File: config.mk
export PLATFORM = sky130hd
export DESIGN_NAME = cmp_pipe
export DESIGN_NICKNAME = d
export VERILOG_FILES = /design/src/rtl/cmp_pipe.sv
export SDC_FILE = /design/constraint.sdc
export NUM_CORES = 1
export LEC_CHECK = 0
export CAP_MARGIN = 10
export CORE_UTILIZATION = 51
export DETAILED_ROUTE_END_ITERATION = 12
export GPL_TIMING_DRIVEN = 0
export HOLD_SLACK_MARGIN = 0.1
export PLACE_DENSITY = 0.9
export SYNTH_ARGS = -nofsm -noshare
export SYNTH_HDL_FRONTEND = slang
export SYNTH_SLANG_ARGS = --single-unit
export TNS_END_PERCENT = 1
File: constraint.sdc
create_clock -name clk -period 3.3 [get_ports clk]
set_input_delay 0.495 -clock clk [delete_from_list [all_inputs] [get_ports clk]]
set_output_delay 0.495 -clock clk [all_outputs]
set_load 0.05 [all_outputs]
File: src/rtl/cmp_pipe.sv
// Two-stage valid/ready comparator: stage 1 holds the operands, stage 2 holds the result.
// A saturating counter tallies delivered true results.
module cmp_pipe #(
  parameter int WIDTH       = 32,
  parameter int COUNT_WIDTH = 16
) (
  input  logic                   clk,
  input  logic                   rst,
  input  logic                   in_valid,
  output logic                   in_ready,
  input  logic [WIDTH-1:0]       in_a,
  input  logic [WIDTH-1:0]       in_b,
  input  logic [2:0]             in_op,
  input  logic                   in_signed,
  output logic                   out_valid,
  input  logic                   out_ready,
  output logic                   out_z,
  output logic                   out_err,
  input  logic                   clear_count,
  output logic [COUNT_WIDTH-1:0] true_count
);

  localparam logic [2:0] OP_EQ = 3'b000;
  localparam logic [2:0] OP_NE = 3'b001;
  localparam logic [2:0] OP_LT = 3'b010;
  localparam logic [2:0] OP_LE = 3'b011;
  localparam logic [2:0] OP_GT = 3'b100;
  localparam logic [2:0] OP_GE = 3'b101;

  logic                   run_q;
  logic                   s1_vld_q, s1_vld_d;
  logic                   s2_vld_q, s2_vld_d;
  logic [WIDTH-1:0]       a_q, a_d, b_q, b_d;
  logic [2:0]             op_q, op_d;
  logic                   sgn_q, sgn_d;
  logic                   z_q, z_d, err_q, err_d;
  logic [COUNT_WIDTH-1:0] cnt_q, cnt_d;

  logic                   s1_adv, s2_adv, in_fire, deliver;
  logic [WIDTH-1:0]       a_x, b_x;
  logic                   lt, eq, cmp_z, cmp_err;

  assign s2_adv   = !s2_vld_q || out_ready;
  assign s1_adv   = s2_adv || !s1_vld_q;
  // run_q keeps in_ready low during reset and raises it at the first edge after release
  assign in_ready = run_q && s1_adv;
  assign in_fire  = in_valid && in_ready;
  assign deliver  = s2_vld_q && out_ready;

  // Flipping the sign bit maps two's-complement order onto unsigned order
  assign a_x = {a_q[WIDTH-1] ^ sgn_q, a_q[WIDTH-2:0]};
  assign b_x = {b_q[WIDTH-1] ^ sgn_q, b_q[WIDTH-2:0]};
  assign lt  = a_x < b_x;
  assign eq  = a_q == b_q;

  always_comb begin
    cmp_z   = 1'b0;
    cmp_err = 1'b0;
    case (op_q)
      OP_EQ:   cmp_z = eq;
      OP_NE:   cmp_z = !eq;
      OP_LT:   cmp_z = lt;
      OP_LE:   cmp_z = lt || eq;
      OP_GT:   cmp_z = !lt && !eq;
      OP_GE:   cmp_z = !lt;
      default: cmp_err = 1'b1;
    endcase
  end

  always_comb begin
    s1_vld_d = s1_vld_q;
    a_d      = a_q;
    b_d      = b_q;
    op_d     = op_q;
    sgn_d    = sgn_q;
    s2_vld_d = s2_vld_q;
    z_d      = z_q;
    err_d    = err_q;
    cnt_d    = cnt_q;
    if (s1_adv) s1_vld_d = in_fire;
    if (in_fire) begin
      a_d   = in_a;
      b_d   = in_b;
      op_d  = in_op;
      sgn_d = in_signed;
    end
    if (s2_adv) begin
      s2_vld_d = s1_vld_q;
      if (s1_vld_q) begin
        z_d   = cmp_z;
        err_d = cmp_err;
      end
    end
    if (clear_count)
      cnt_d = '0;
    else if (deliver && z_q && cnt_q != '1)
      cnt_d = cnt_q + COUNT_WIDTH'(1);
  end

  always_ff @(posedge clk or posedge rst) begin
    if (rst) begin
      run_q    <= 1'b0;
      s1_vld_q <= 1'b0;
      s2_vld_q <= 1'b0;
      a_q      <= '0;
      b_q      <= '0;
      op_q     <= '0;
      sgn_q    <= 1'b0;
      z_q      <= 1'b0;
      err_q    <= 1'b0;
      cnt_q    <= '0;
    end else begin
      run_q    <= 1'b1;
      s1_vld_q <= s1_vld_d;
      s2_vld_q <= s2_vld_d;
      a_q      <= a_d;
      b_q      <= b_d;
      op_q     <= op_d;
      sgn_q    <= sgn_d;
      z_q      <= z_d;
      err_q    <= err_d;
      cnt_q    <= cnt_d;
    end
  end

  assign out_valid  = s2_vld_q;
  assign out_z      = z_q;
  assign out_err    = err_q;
  assign true_count = cnt_q;

endmodule

Fig. 1: cells by drive strength
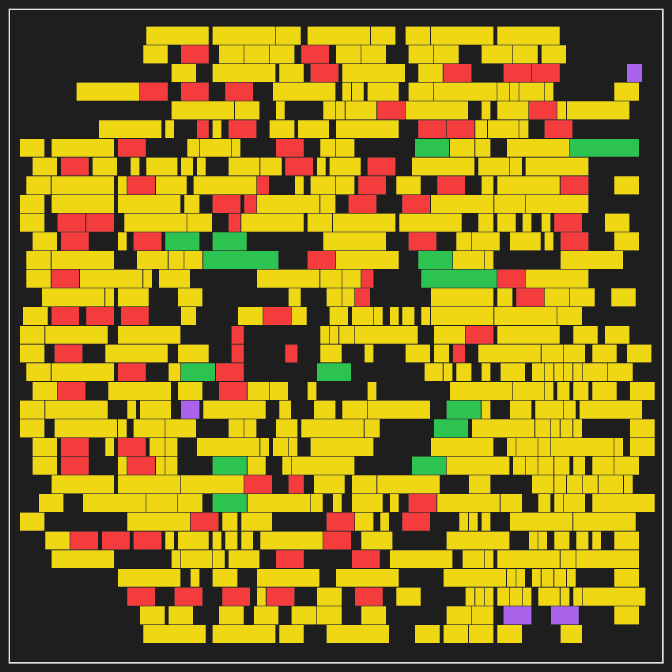
legend:
  yellow:
    size: _0 and _1 cells
    cells: 386
    share: 80%
    most_used: clkdlybuf4s50_1
  red:
    size: _2 cells
    cells: 79
    share: 16%
    most_used: mux2_2
  purple:
    size: _3 and _4 cells
    cells: 4
    share: 0.83%
    most_used: and4_4
  green:
    size: _6 and larger
    cells: 14
    share: 2.9%
    most_used: clkbuf_8

Fig. 2: routed metal per tile
The die is cut into 19 by 19 equal tiles; dark blue is low, red is high, scaled to the fullest tile. Values are wire area over tile area, all layers added.
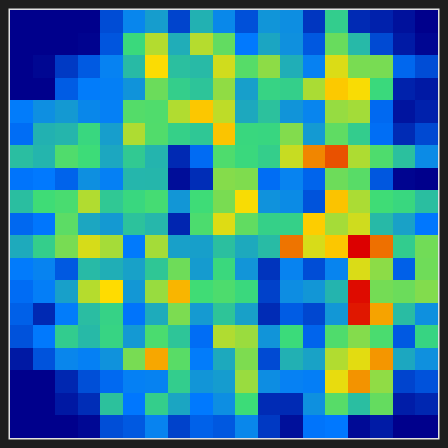
fullest tile: 0.40
tiles over half the peak: 28%
mean over tiles: 0.15

Fig. 3: placed standard cells
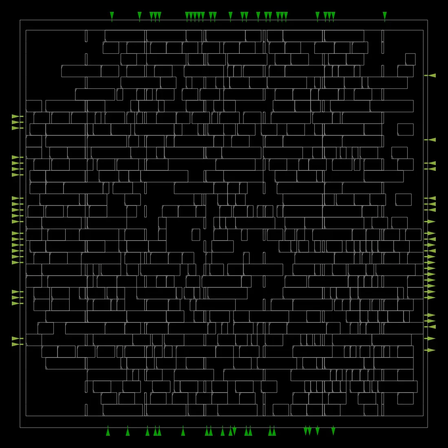
Flop Count: 89
n_taps: 105

Fig. 4: clock network drawn from the DEF
The bar under the picture is 20 microns long.
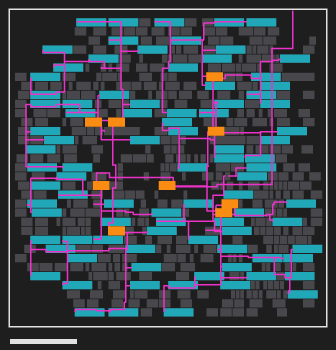
legend:
  cyan:
    item: flip-flops
    count: 89
  orange:
    item: clock drivers
    count: 9
  magenta:
    item: clock wires
    length: 1050 microns
routed clock nets: 10

Fig. 5: register map, names as in the netlist
The bar under the picture is 20 microns long. Other sequential cells in the stronger gray, the rest of the logic in the fainter gray.
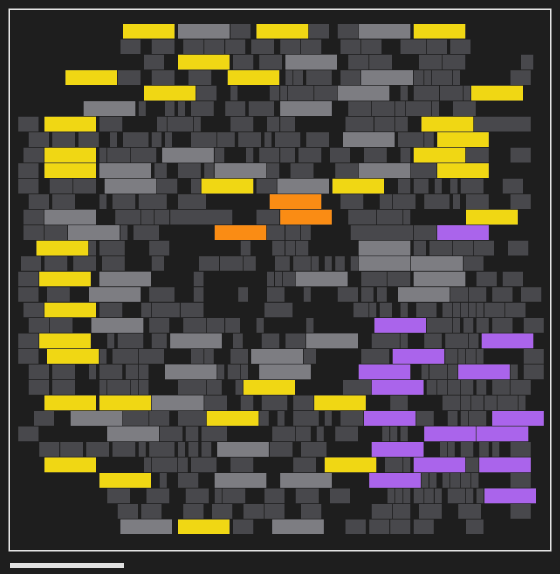
legend:
  yellow:
    name_in_the_netlist: `b_q`
    flops: 32
    where: all over the die
  orange:
    name_in_the_netlist: `op_q`
    flops: 3
  purple:
    name_in_the_netlist: `true_count`
    flops: 16
    where: bottom right
not colored: 38

==> impl_metrics.csv <==
group,metric,value,unit
power_and_ir_drop,p_int,2.07,mW
clock_tree,htreeDepth,3,
synthesis,edf_count,0,
timing,hold-worst-slack,0.477,ns
die,coreArea,8300,sq um
cells_and_area,mi_logic_area,2000,sq um
timing,relSlewSlack,59.8,%
synthesis,synth_warnings,0,
power_and_ir_drop,pg_comb,0.682,mW
run,warning_count,26,
power_and_ir_drop,switching_power,0.788,mW
placed_design,gp_congestion,0.793,
timing,skew,0.00833,ns
clock_tree,cts_tree,"built",
timing,max_slew.worst_pin.slew,0.597,ns
global_route,grt-ovfl-total,0,
cells_and_area,fin_util,68.7,%
clock_tree,post_cts_buffers,0,
cells_and_area,comb_share,35.0,%
die,ios,93,
cells_and_area,final_common_cell,"clkdlybuf4s50_1",
global_route,antenna_found_initial,0,
route,wirelength_met1,3.88,mm
synthesis,synth-seq-cells,89,
timing,fin_setup_tns,0,ns
cells_and_area,area_growth,29.6,%
die,die_w,94.9,microns
cells_and_area,layout.cells.non_filler,588,
critical_path,cp.arrival,2.16,ns
timing,setup_viol,0,
power_and_ir_drop,switching_share,27.5,%
critical_path,critPathTopFamily,"buffers and inverters",
power_and_ir_drop,seq_power_share,46.9,%
critical_path,r2r_end,"out_z",
critical_path,crit_path_max_incr_delay,0.83,ns
route,top_layer,"met4",
critical_path,crit_chain,"clkdlybuf4s50_1 -> nand3b_1 -> and2_1 -> clkdlybuf4s50_1",
route,via_per_inst,5.29,
cells_and_area,layout.nonclk_buf_share,17.2,%
critical_path,crit_required,2.80,ns
synthesis,synth_area,4400,sq um
synthesis,topCellsByArea,"dfrtp_1, mux2_2, ha_1",
synthesis,ys_cells,375,
route,ant_nets,0,
timing,finalClockPeriodUsage,80.4,%
synthesis,fp_nets,480,
timing,max_freq,377,MHz
critical_path,setup.worst_path.class,"input pin to output port",
global_route,use_met2,36.0,%
placed_design,place_area,5470,sq um
min_path,hold_path_depth,2,
global_route,gr-usage-met3,3.95,%
power_and_ir_drop,pg_clk,0.838,mW
cells_and_area,seq_share,39.1,%
global_route,groute.layer.met1.usage,27.5,%
global_route,grt_pass1_vias,3141,
timing,hold_viol,0,
global_route,grt_pass1_wl,14.7,mm
min_path,hold_end,"true_count[12]",
placed_design,dp_cells,572,
power_and_ir_drop,power_leakage,2.51,nW
critical_path,worstPathMaxFanout,3,
route,drcViolationCount,0,
power_and_ir_drop,power.group.top,"registers",
critical_path,r2r_cells,8,
critical_path,cpMostUsedCell,"clkdlybuf4s50_1",
clock_tree,cts-hold-fix-buffers,0,
cells_and_area,largestClassByArea,"registers",
route,initialDrtViolationCount,73,
route,vias,3108,
critical_path,ff2ff_setup_slack,1.05,ns
run,drv_cap,0,
route,drt-total-wl,8.71,mm
synthesis,synthCells,375,
min_path,hp-start,"clear_count",
timing,setup_slack,0.647,ns
placed_design,numPortBuffers,91,
clock_tree,cts_root_buf,"clkbuf_8",
cells_and_area,final_nets,583,
synthesis,synth_chip_area,4400,sq um
critical_path,cp_slowest_cell,"clkdlybuf4s50_1",
clock_tree,cts.repair.resized,0,
clock_tree,clock_sinks,89,
cells_and_area,clkbuf_count,11,
cells_and_area,drive_gt1_share,20.1,%
power_and_ir_drop,finalPower,2.86,mW
synthesis,ys_sh_aoi,5.29,%
global_route,grt_max_degree,50,
synthesis,common_cells,"dfrtp_1, mux2_2, inv_1",
route,met3_length,327,microns
cells_and_area,fin_area,5700,sq um
power_and_ir_drop,pwr.group.sequential,1.34,mW
synthesis,synth_dominant_cell_count,"dfrtp_1",
synthesis,synth_area_per_cell,11.7,sq um
cells_and_area,layout.cells.most_common_list,"clkdlybuf4s50_1, dfrtp_1, mux2_2",
status,status,"completed",
cells_and_area,buffers,101,
critical_path,crit_path_end_kind,"output port",
power_and_ir_drop,power_per_cell_area,502,nW/um^2
clock_tree,clk_latency,0.34,ns
==> registers in the layout, indices dropped and copies added, names as in the netlist <==
signal,flops
sgn_q,1
a_q,32
run_q,1
out_valid,1
b_q,32
s1_vld_q,1
out_err,1
out_z,1
true_count,16
op_q,3
==> worst max-delay path by stage <==
| stage | start | endpoint | slack [ns] | depth (start not counted) |
|---|---|---|---|---|
| 3_3_place_gp | rst | a_q[27] | -0.82 | 2 |
| 4_1_cts | out_ready | in_ready | 0.64 | 4 |
| 6_report | out_ready | in_ready | 0.65 | 4 |
| 2_1_floorplan | rst | a_q[0] | 0.50 | 1 |
| 3_5_place_dp | out_ready | in_ready | 0.66 | 4 |
| 5_1_grt | out_ready | in_ready | 0.60 | 4 |
